Where the registers sit:
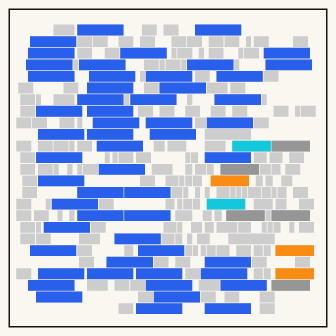
Routed clock nets over the placement:
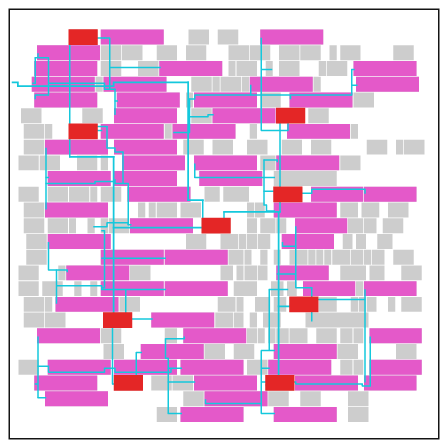
Cells coloured by class:
Bar = 20 um.
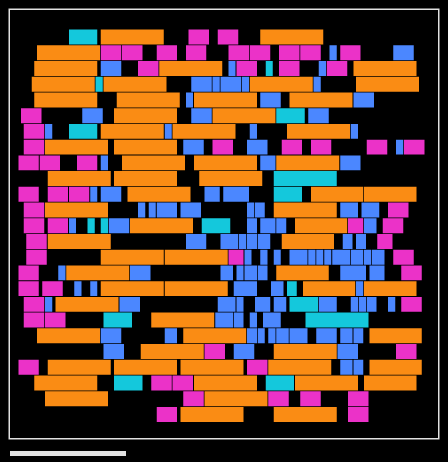
PDN straps and rails:
Pins as bars on the die edge. Tap cells in grey.
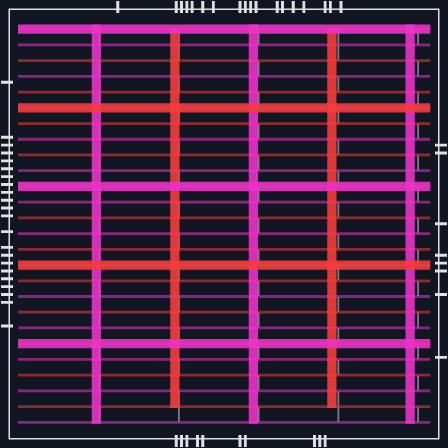
Congestion heat map:
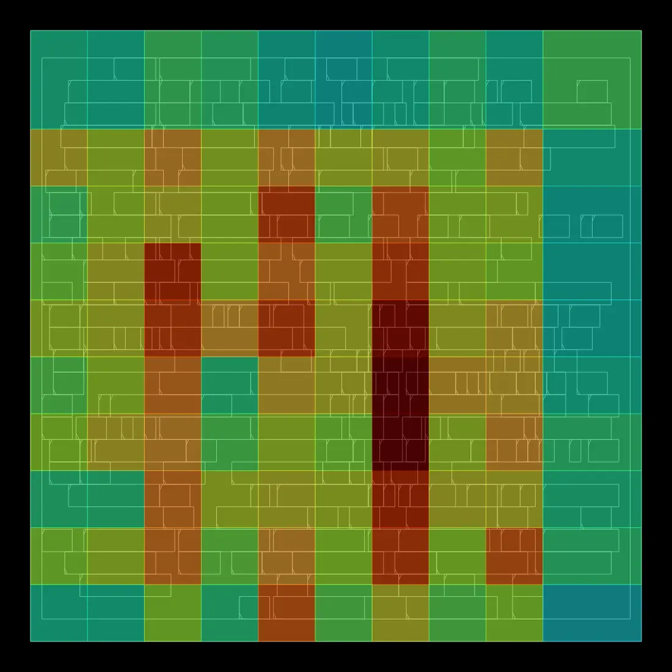
==> config.mk <==
export PLATFORM = sky130hd
export DESIGN_NAME = alu_commit
export DESIGN_NICKNAME = d
export VERILOG_FILES = /design/src/rtl/wisc_pkg.sv /design/src/rtl/alu_wb_fifo.sv /design/src/rtl/alu_commit.sv
export SDC_FILE = /design/constraint.sdc
export NUM_CORES = 1
export LEC_CHECK = 0
export CORE_UTILIZATION = 50
export CTS_CLUSTER_SIZE = 30
export DETAILED_ROUTE_END_ITERATION = 12
export HOLD_SLACK_MARGIN = 0.12
export PLACE_DENSITY = 0.79
export SLEW_MARGIN = 20
export SYNTH_ARGS = -nofsm -noshare
export SYNTH_HDL_FRONTEND = slang
export SYNTH_SLANG_ARGS = --single-unit
==> constraint.sdc <==
create_clock -name clk -period 6.95 [get_ports clk]
set_input_delay 1.39 -clock clk [delete_from_list [all_inputs] [get_ports clk]]
set_output_delay 1.39 -clock clk [all_outputs]
set_load 0.01 [all_outputs]
==> Slide: Implementation Results <==
Synthesis and Place & Route Summary

Power and ir drop
  – Register share of total power: 0.396
  – Switch share: 0.306
  – Pint: roughly 0.96 mW
  – Comb group: 0.506 mW
  – Tot Pwr: approximately 1.4 mW

Placement
  – GP Congestion: 0.749
  – DP HPWL: between 2000 and 3000 um
  – Placed cell area: between 3000 and 4000 um2
  – IO buf count: around 57

Run status
  – Status: finished clean

Clock tree
  – Clk buf depth: 2
  – Clock transition at the registers of the reported paths: approximately 0.060 ns
  – # H-tree levels: 3
  – Number of CTS-inserted buffers: 9
  – Post-CTS Setup Inserts: 0
  – CTS tree: built
  – Post_cts resized: 0

Route
  – Drt first pass iters: 4
  – DR iter-0 viols: between 50 and 60
  – Max layer used: met4

Layout
  – Comb. cell area: 661 um2
  – Fillcell total: about 350
  – Seq cells: around 64
  – Clock buf count: 12
  – Signal inverters: 6
  – Top class by area: flip-flops and latches
  – Non-Filler Instances: about 310
  – Top cells excl fill/tap: clkdlybuf4s50_1, edfxtp_1, nor2_1
  – Non-clk buf share: 0.173
  – MI comb cells: 99
  – Share of cells above drive strength 1: 0.0776
  – Antenna Cells: 0

Critical path
  – Internal reg-to-reg setup slack: 3.80 ns
  – Critical Path Max Stage Delay: roughly 0.80 ns
  – Crit end category: output pin
  – Buf/Inv on CP: 2
  – CP Cell Sequence: buf_4 > or4b_1 > o22ai_2 > nor3_1 > nand2_1 > nor2_1 > clkdlybuf4s50_1

Yosys
  – Simple-Gate Area Share: 0.0921
  – Mux share: 0.0931
  – Avg Cell Area, Syn: ~15 um2
  – Syn Nets: roughly 210
  – Post-synth EDFFs: between 50 and 60
  – Yosys stat cell total: approximately 180
  – Yosys xor share: 0.0203
  – Post-synth seq share: 0.721
  – Synth cell count leaders: edfxtp_1, nor2_1, mux2i_1, dfrtp_1, nand2_1
  – Yosys adder share: 0.00482
  – Cell taking the most area after synthesis: edfxtp_1
  – Top-area cell share: 0.625

Final timing
  – Post-route worst setup slack: about 2.0 ns
  – Pins Over Slew Limit: 0
  – Slew HR: 0.510
  – Setup TNS: 0 ns

Floorplan
  – Die Size: around 5500 um2
  – Initial Utilization: 0.535
  – Tapcells: between 60 and 70

Run
  – Max-cap violations: 0

Global route
  – GR Overflow Total: 0
  – Initial antenna violation count: 0

Hold path
  – Hold Crit Depth: 2
-- 'where the registers sit' (at the start) --
| colour | signal | flops |
|---|---|---|
| cyan | u_fifo.count_o | 2 |
| orange | flags_q | 3 |
| blue | u_fifo.mem_q | 54 |
not coloured: 5
Seq/total area: 0.545
fin util: 0.709
Register Area: 1870 um2
Seq group: 0.549 mW

-- 'routed clock nets over the placement' (at the start) --
[magenta] flip-flops | count: 64
[cyan] clock wires | length: 711 um
[red] clock-net drivers | count: 9
routed clock nets: 10
flops lie: all over the die
clk_lat worst skew: 0.33 ns
clock share of power: 0.238

-- 'cells coloured by class' (at the start) --
| colour | class | cells |
|---|---|---|
| blue | remaining logic cells | 105 |
| magenta | remaining buffers and delay cells | 60 |
| cyan | clock drivers and dummy loads | 16 |
| orange | registers | 64 |
design area: 3440 um2
core area: 4850 um2
Std-Cell Rows: 25

-- 'PDN straps and rails' (at the start) --
| colour | net |
|---|---|
| red | VDD |
| magenta | VSS |
met1 rails: 26
rows: 25
met4 straps: 5
met5 straps: 5
Die H: 74.0 um
Die Wd: 74.0 um
Max VDD drop: 0.204 mV

-- 'congestion heat map' (at the start) --
Routed WL per cell: 14.5 um
total track usage: 0.184
met3 GRT Util: 0.0447
met2 Track Usage GR: 0.287
met1 Use GR: 0.228

No activity file was given, so power comes from the tool's default toggle rates.
